Fig. 1: clock wiring as the flow saved it
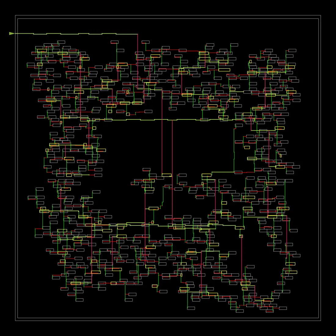
Fig. 2: cell sizes after repair
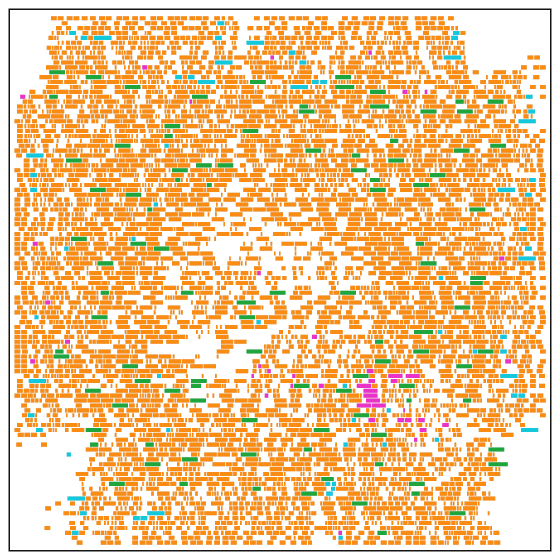
Fig. 3: metal 2
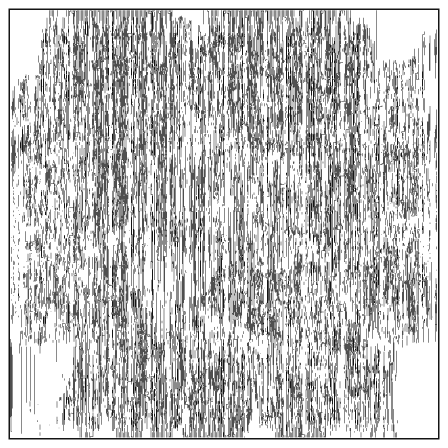
## src/rtl/head_prune_accum_pkg.sv

```systemverilog
// Shared types and sizing helpers for the head-prune accumulator.
package head_prune_pkg;

  typedef enum logic [2:0] {
    IDLE    = 3'd0,
    ACCUM   = 3'd1,
    DRAIN   = 3'd2,
    COMPARE = 3'd3,
    DONE    = 3'd4
  } state_e;

  localparam int DEF_WIDTH = 8;
  localparam int DEF_LANES = 32;

  function automatic int lane_w(input int width);
    return 2 * width;
  endfunction

  localparam int LANE_W = lane_w(DEF_WIDTH);

  // Accumulator width: one lane sum plus 8 bits of beat headroom.
  function automatic int acc_w_default(input int width, input int lanes);
    return lane_w(width) + $clog2(lanes) + 8;
  endfunction

endpackage

```

## src/rtl/head_prune_accum_abs_sum_tree.sv

```systemverilog
// Stages 1-2: registered per-lane absolute value, then registered lane sum.
module abs_sum_tree
  import head_prune_pkg::*;
#(
  parameter int WIDTH = DEF_WIDTH,
  parameter int LANES = DEF_LANES
) (
  input  logic                                  clk_i,
  input  logic                                  rst_ni,
  input  logic                                  valid_i,
  input  logic [LANES*lane_w(WIDTH)-1:0]        data_i,
  output logic                                  s1_valid_o,
  output logic                                  sum_valid_o,
  output logic [lane_w(WIDTH)+$clog2(LANES)-1:0] sum_o
);

  localparam int LW    = lane_w(WIDTH);
  localparam int SUM_W = LW + $clog2(LANES);

  logic [LANES-1:0][LW-1:0] abs_d, abs_q;
  logic [SUM_W-1:0]         sum_d, sum_q;
  logic                     s1_q, s2_q;

  // Unsigned negate keeps the most-negative lane at 2^(LW-1) without wrapping.
  always_comb begin
    abs_d = '0;
    sum_d = '0;
    for (int i = 0; i < LANES; i++) begin
      if (data_i[i*LW+LW-1]) begin
        abs_d[i] = LW'(0) - data_i[i*LW +: LW];
      end else begin
        abs_d[i] = data_i[i*LW +: LW];
      end
      sum_d = sum_d + SUM_W'(abs_q[i]);
    end
  end

  always_ff @(posedge clk_i) begin
    if (!rst_ni) begin
      abs_q <= '0;
      sum_q <= '0;
      s1_q  <= 1'b0;
      s2_q  <= 1'b0;
    end else begin
      s1_q <= valid_i;
      s2_q <= s1_q;
      if (valid_i) abs_q <= abs_d;
      if (s1_q)    sum_q <= sum_d;
    end
  end

  assign s1_valid_o  = s1_q;
  assign sum_valid_o = s2_q;
  assign sum_o       = sum_q;

endmodule

```

## src/rtl/head_prune_accum.sv

```systemverilog
// Per-head |Q*K| accumulator with saturation and threshold prune decision.
module head_prune_accum
  import head_prune_pkg::*;
#(
  parameter int WIDTH = DEF_WIDTH,
  parameter int LANES = DEF_LANES,
  parameter int CNT_W = 8,
  parameter int ACC_W = acc_w_default(WIDTH, LANES)
) (
  input  logic                         clk,
  input  logic                         _reset,
  input  logic                         start,
  input  logic [CNT_W-1:0]             num_beats,
  input  logic [ACC_W-1:0]             threshold,
  input  logic [4:0]                   cmp_shift,
  input  logic                         in_valid,
  output logic                         in_ready,
  input  logic [LANES*lane_w(WIDTH)-1:0] in_data,
  output logic                         busy,
  output logic                         done,
  output logic                         prune_head,
  output logic                         overflow
);

  localparam int SUM_W = lane_w(WIDTH) + $clog2(LANES);
  localparam int EXT_W = ((ACC_W > SUM_W) ? ACC_W : SUM_W) + 1;
  localparam logic [ACC_W-1:0] ACC_MAX = '1;

  state_e             state_q, state_d;
  logic [CNT_W-1:0]   cnt_q, cnt_d, nb_q, nb_d;
  logic [ACC_W-1:0]   thr_q, thr_d, acc_q, acc_d;
  logic [4:0]         sh_q, sh_d;
  logic               ovf_q, ovf_d, prune_q, prune_d, done_q, done_d;

  logic               accept_s, s1_valid_s, sum_valid_s;
  logic [SUM_W-1:0]   sum_s;
  logic [EXT_W-1:0]   tot_s;
  logic [CNT_W:0]     cnt_inc_s;

  assign accept_s  = in_valid && in_ready;
  assign tot_s     = EXT_W'(acc_q) + EXT_W'(sum_s);
  assign cnt_inc_s = {1'b0, cnt_q} + {{CNT_W{1'b0}}, 1'b1};

  abs_sum_tree #(.WIDTH(WIDTH), .LANES(LANES)) u_tree (
    .clk_i       (clk),
    .rst_ni      (_reset),
    .valid_i     (accept_s),
    .data_i      (in_data),
    .s1_valid_o  (s1_valid_s),
    .sum_valid_o (sum_valid_s),
    .sum_o       (sum_s)
  );

  always_comb begin
    state_d = state_q;
    cnt_d   = cnt_q;
    nb_d    = nb_q;
    thr_d   = thr_q;
    sh_d    = sh_q;
    acc_d   = acc_q;
    ovf_d   = ovf_q;
    prune_d = prune_q;
    done_d  = 1'b0;

    if (sum_valid_s) begin
      if (tot_s > EXT_W'(ACC_MAX)) begin
        acc_d = ACC_MAX;
        ovf_d = 1'b1;
      end else begin
        acc_d = tot_s[ACC_W-1:0];
      end
    end else begin
      acc_d = acc_q;
    end

    // DRAIN leaves once stage 1 is empty: the final sum lands in acc on that same edge.
    case (state_q)
      IDLE, DONE: begin
        if (start) begin
          nb_d    = num_beats;
          thr_d   = threshold;
          sh_d    = cmp_shift;
          cnt_d   = '0;
          acc_d   = '0;
          ovf_d   = 1'b0;
          prune_d = 1'b0;
          state_d = (num_beats == '0) ? COMPARE : ACCUM;
        end else begin
          state_d = state_q;
        end
      end
      ACCUM: begin
        if (accept_s) begin
          cnt_d = cnt_inc_s[CNT_W-1:0];
          if (cnt_inc_s == {1'b0, nb_q}) state_d = DRAIN;
          else                           state_d = ACCUM;
        end else begin
          state_d = ACCUM;
        end
      end
      DRAIN: begin
        if (!s1_valid_s) state_d = COMPARE;
        else             state_d = DRAIN;
      end
      COMPARE: begin
        prune_d = ((acc_q >> sh_q) <= thr_q);
        done_d  = 1'b1;
        state_d = DONE;
      end
      default: state_d = IDLE;
    endcase
  end

  always_ff @(posedge clk) begin
    if (!_reset) begin
      state_q <= IDLE;
      cnt_q   <= '0;
      nb_q    <= '0;
      thr_q   <= '0;
      sh_q    <= '0;
      acc_q   <= '0;
      ovf_q   <= 1'b0;
      prune_q <= 1'b0;
      done_q  <= 1'b0;
    end else begin
      state_q <= state_d;
      cnt_q   <= cnt_d;
      nb_q    <= nb_d;
      thr_q   <= thr_d;
      sh_q    <= sh_d;
      acc_q   <= acc_d;
      ovf_q   <= ovf_d;
      prune_q <= prune_d;
      done_q  <= done_d;
    end
  end

  assign in_ready   = (state_q == ACCUM);
  assign busy       = (state_q == ACCUM) || (state_q == DRAIN) || (state_q == COMPARE);
  assign done       = done_q;
  assign prune_head = prune_q;
  assign overflow   = ovf_q;

endmodule

```

## config.mk

```make
export PLATFORM = sky130hd
export DESIGN_NAME = head_prune_accum
export DESIGN_NICKNAME = d
export VERILOG_FILES = /design/src/rtl/head_prune_accum_pkg.sv /design/src/rtl/head_prune_accum_abs_sum_tree.sv /design/src/rtl/head_prune_accum.sv
export SDC_FILE = /design/constraint.sdc
export NUM_CORES = 2
export LEC_CHECK = 0
export CAP_MARGIN = 20
export CORE_MARGIN = 2
export CORE_UTILIZATION = 55
export CTS_CLUSTER_SIZE = 40
export DETAILED_ROUTE_END_ITERATION = 16
export HOLD_SLACK_MARGIN = 0.08
export PLACE_DENSITY = 0.79
export SLEW_MARGIN = 20
export SYNTH_ARGS = -nofsm -noshare
export SYNTH_HDL_FRONTEND = slang
export SYNTH_SLANG_ARGS = --single-unit
```

## constraint.sdc

```tcl
create_clock -name clk -period 10.6 [get_ports clk]
set_input_delay 1.06 -clock clk [delete_from_list [all_inputs] [get_ports clk]]
set_output_delay 1.06 -clock clk [all_outputs]
set_load 0.02 [all_outputs]
```

==> flow_metrics.env <==
# flow metrics
export IMPL_crit_slowest_cell="o41ai_1"
export IMPL_io_buffers=562
export IMPL_placementRows=108
export IMPL_routabilityCongestion=0.951
export IMPL_top_area_share_pct=25.8
export IMPL_hp_class="reg2reg"
export IMPL_viasPerCell=5.63
export IMPL_fin_skew_ps=38.7
export IMPL_h_tree_depth=3
export IMPL_ir_drop_mv=0.897
export IMPL_finalSetupViolations=0
export IMPL_synth_cells=5427
export IMPL_drc=0
export IMPL_worst_pin_slew_ps=1000
export IMPL_initial_core_util_pct=55.5
export IMPL_rsz0062_at_grt="false"
export IMPL_p_total_mw=14.5
export IMPL_final_comb_area_um2=32000
export IMPL_min_from="thr_q[22]$_SDFFE_PN0P_"
export IMPL_grt_pass1_wl_um=221000
export IMPL_timing_fmax_mhz=112
export IMPL_clk_pin_slew_worst_paths_ps=60
export IMPL_io_pins=563
export IMPL_grt_max_degree=215
export IMPL_track_usage_pct=31.6
export IMPL_drtPass1Iterations=8
export IMPL_regArea_um2=12400
export IMPL_fillers=7242
export IMPL_ys_seq_share_pct=25.8
export IMPL_ys_chip_area_um2=48100
export IMPL_cts_root_buffer="clkbuf_16"
export IMPL_edf_count=0
export IMPL_top_cells_by_area="dfxtp_1 (26%), fa_1 (19%), nand2_1 (6.8%), o211a_1 (6.7%), xor2_1 (6.0%)"
export IMPL_rrSetupSlack_ps=1680
export IMPL_cts_tree="done"
export IMPL_status="finished, final reports clean"
export IMPL_core_region_area_um2=86800
export IMPL_avgSynthCellArea_um2=8.86
export IMPL_syn_area_um2=48100
export IMPL_synth_async_reset_ratio_pct=0
export IMPL_die_w_um=300
export IMPL_final_common_cell="nand2_1"
export IMPL_nNetsFinal=6981
export IMPL_maxCapViolCount=0
export IMPL_synth_cell_types=72
export IMPL_reg2reg_depth=31
export IMPL_lay_top_cells="nand2_1 (873), inv_1 (703), dfxtp_1 (620)"
export IMPL_ys_cells=5427
export IMPL_powerDensity_nw_per_um2=255
export IMPL_maxSlewHeadroom_pct=33.0
export IMPL_top_area_cell="dfxtp_1"
export IMPL_warnings=50
export IMPL_required_ps=11050
export IMPL_finalClockPeriodUsage_pct=84.2
export IMPL_start_kind="register"
export IMPL_crit_reg2reg_launch="u_tree.abs_q[0]$_SDFFE_PN0P_"
export IMPL_power_leakage_nw=26.7
export IMPL_ff_type="dfxtp_1"
export IMPL_ant_nets=0
export IMPL_cp_max_fo=5
export IMPL_die_h_um=300
export IMPL_grt_antenna_before_repair=4
export IMPL_post_cts_buffers=0
export IMPL_crit_arrival_ps=9370
export IMPL_setup_tns_ps=0
export IMPL_fin_crit_ps=8920
export IMPL_ys_ff=620
export IMPL_wl_per_cell_um=20.5
export IMPL_ctsHoldBuffers=0
export IMPL_cts_buffers=70
export IMPL_crit_top_cell="fa_1"
export IMPL_yosysMostFrequentCell="nand2_1"
export IMPL_finalMaxSlewViolations=0
export IMPL_synth_warnings=0
export IMPL_ys_top_cells_by_count="nand2_1 (875), inv_1 (703), dfxtp_1 (620)"
export IMPL_whs_endpoint="thr_q[22]$_SDFFE_PN0P_"
export IMPL_max_stage_delay_ps=560
export IMPL_worst_setup_path_type="reg2reg"
export IMPL_dp_hpwl_um=116000
export IMPL_final_layout_size_suffix_gt1_share_pct=3.65
export IMPL_drt_iter0_markers=3166
export IMPL_end_kind="register"
export IMPL_hold_viol=0
export IMPL_reg2reg_to="u_tree.sum_o[20]$_SDFFE_PN0P_"
export IMPL_grt_pass1_vias=38900
export IMPL_grt_overflow_total=0
export IMPL_chip_area_um2=89800
export IMPL_syn_num_nets=6589
export IMPL_ctsResizeCount=0
export IMPL_clock_path_buffers=3
export IMPL_whs_path_depth=2
## Picture notes: Fig. 1
# clock sinks: 620
Layout clock buffers: 99
Late-Pin Clk Latency: 620 ps

## Picture notes: Fig. 2
Key: cyan = x3 and x4 [cells 68]; magenta = x2 [cells 42]; green = x6 and larger [cells 104]; orange = x1 and smaller [cells 5,651]
area grow syn2layout: 17.9%
Non-Clock Buffer Count: 582
final setup margin: 1680 ps
post-route cell area: 56,700 um2

## Picture notes: Fig. 3
The layer carries 69.2 mm of wire. The longest straight run is 88.4 um. 6,005 nets have wire on it. The wires run mostly vertical. The layer holds 48% of the routed length.
grt met2 use: 52.9%
Vias: 39,500
drt total wl: 144,000 um

## per-stage QoR
stage / instance area (um2) / hold slack (ps) / setup WS, ps / cells / utilization [%]
2_1_floorplan: 48100 / 441 / 2490 / 5427 / -
3_3_place_gp: 54400 / 455 / 1890 / 6902 / 62.7
3_5_place_dp: 54400 / 459 / 1780 / 6902 / 62.7
4_1_cts: 56700 / 467 / 1720 / 7020 / 65.3
5_1_grt: 56700 / 487 / 1120 / 7023 / 65.4
6_report: 56700 / 463 / 1680 / 7024 / 65.4
## power breakdown
part,switching [mW],internal (mW),leakage (nW)
combinational,5.31,4.08,20.6
sequential,0.110,2.47,5.06
clock,1.01,1.48,1.13
## worst max path at each step
stage	start	to
floorplan	u_tree.abs_q[0]$_SDFFE_PN0P_	u_tree.sum_o[20]$_SDFFE_PN0P_
global placement	u_tree.abs_q[0]$_SDFFE_PN0P_	u_tree.sum_o[20]$_SDFFE_PN0P_
detailed placement	u_tree.abs_q[0]$_SDFFE_PN0P_	u_tree.sum_o[20]$_SDFFE_PN0P_
CTS	u_tree.abs_q[0]$_SDFFE_PN0P_	u_tree.sum_o[20]$_SDFFE_PN0P_
global route	u_tree.abs_q[0]$_SDFFE_PN0P_	u_tree.sum_o[20]$_SDFFE_PN0P_
finish	u_tree.abs_q[0]$_SDFFE_PN0P_	u_tree.sum_o[20]$_SDFFE_PN0P_
## worst max-delay path, delay by kind of cell (launching register included)
kind / cells / cell delay, ps
AOI/OAI and AO/OA: 8 / 2010
xor gates and xnor gates: 2 / 290
adders and majority gates: 11 / 5150
buffers and inverters: 6 / 330
DFF: 1 / 330
and+or+nand+nor: 4 / 660
## flip-flops by register name, indices dropped and copies added, names as in the netlist
signal and flops:
cnt_q 8, sh_q 5, done 1, u_tree.s1_valid_o 1, prune_head 1, thr_q 29, u_tree.sum_o 21, u_tree.sum_valid_o 1
u_tree.abs_q 512, state_q 3, nb_q 8, acc_q 29, overflow 1
## per-layer routing
metal	track usage [%]	wire length (um)
met1	42.3	61000
met2	52.9	69200
met3	4.43	8730
met4	9.99	4750
met5	0	0
## area by class of cell
| class | instances | share of cell area [%] |
|---|---|---|
| flip-flops and latches | 620 | 21.9 |
| repair buffers | 582 | 10.3 |
| clock buffers | 99 | 3.64 |
| clock inverters | 19 | 0.472 |
| well taps | 1155 | 2.55 |
| inverters | 705 | 4.67 |
| diodes | 4 | 0.0177 |
| multi-input cells | 3840 | 56.5 |
## cells by family (layout without fill, tap and decap cells)
| group | count (synthesis) | in the layout | synth area share, % |
|---|---|---|---|
| buffers and inverters | 967 | 1405 | 7.63 |
| adder cells (fa/ha/maj) | 604 | 604 | 22.9 |
| AND-OR/OR-AND | 1138 | 1138 | 18.0 |
| XOR/XNOR | 469 | 469 | 8.54 |
| flip-flops | 620 | 620 | 25.8 |
| AND/OR/NAND/NOR | 1564 | 1564 | 15.6 |
| multiplexers | 65 | 65 | 1.58 |
| other | 0 | 4 | 0 |
Power figures rest on the tool's default switching activity, not on a simulated workload.
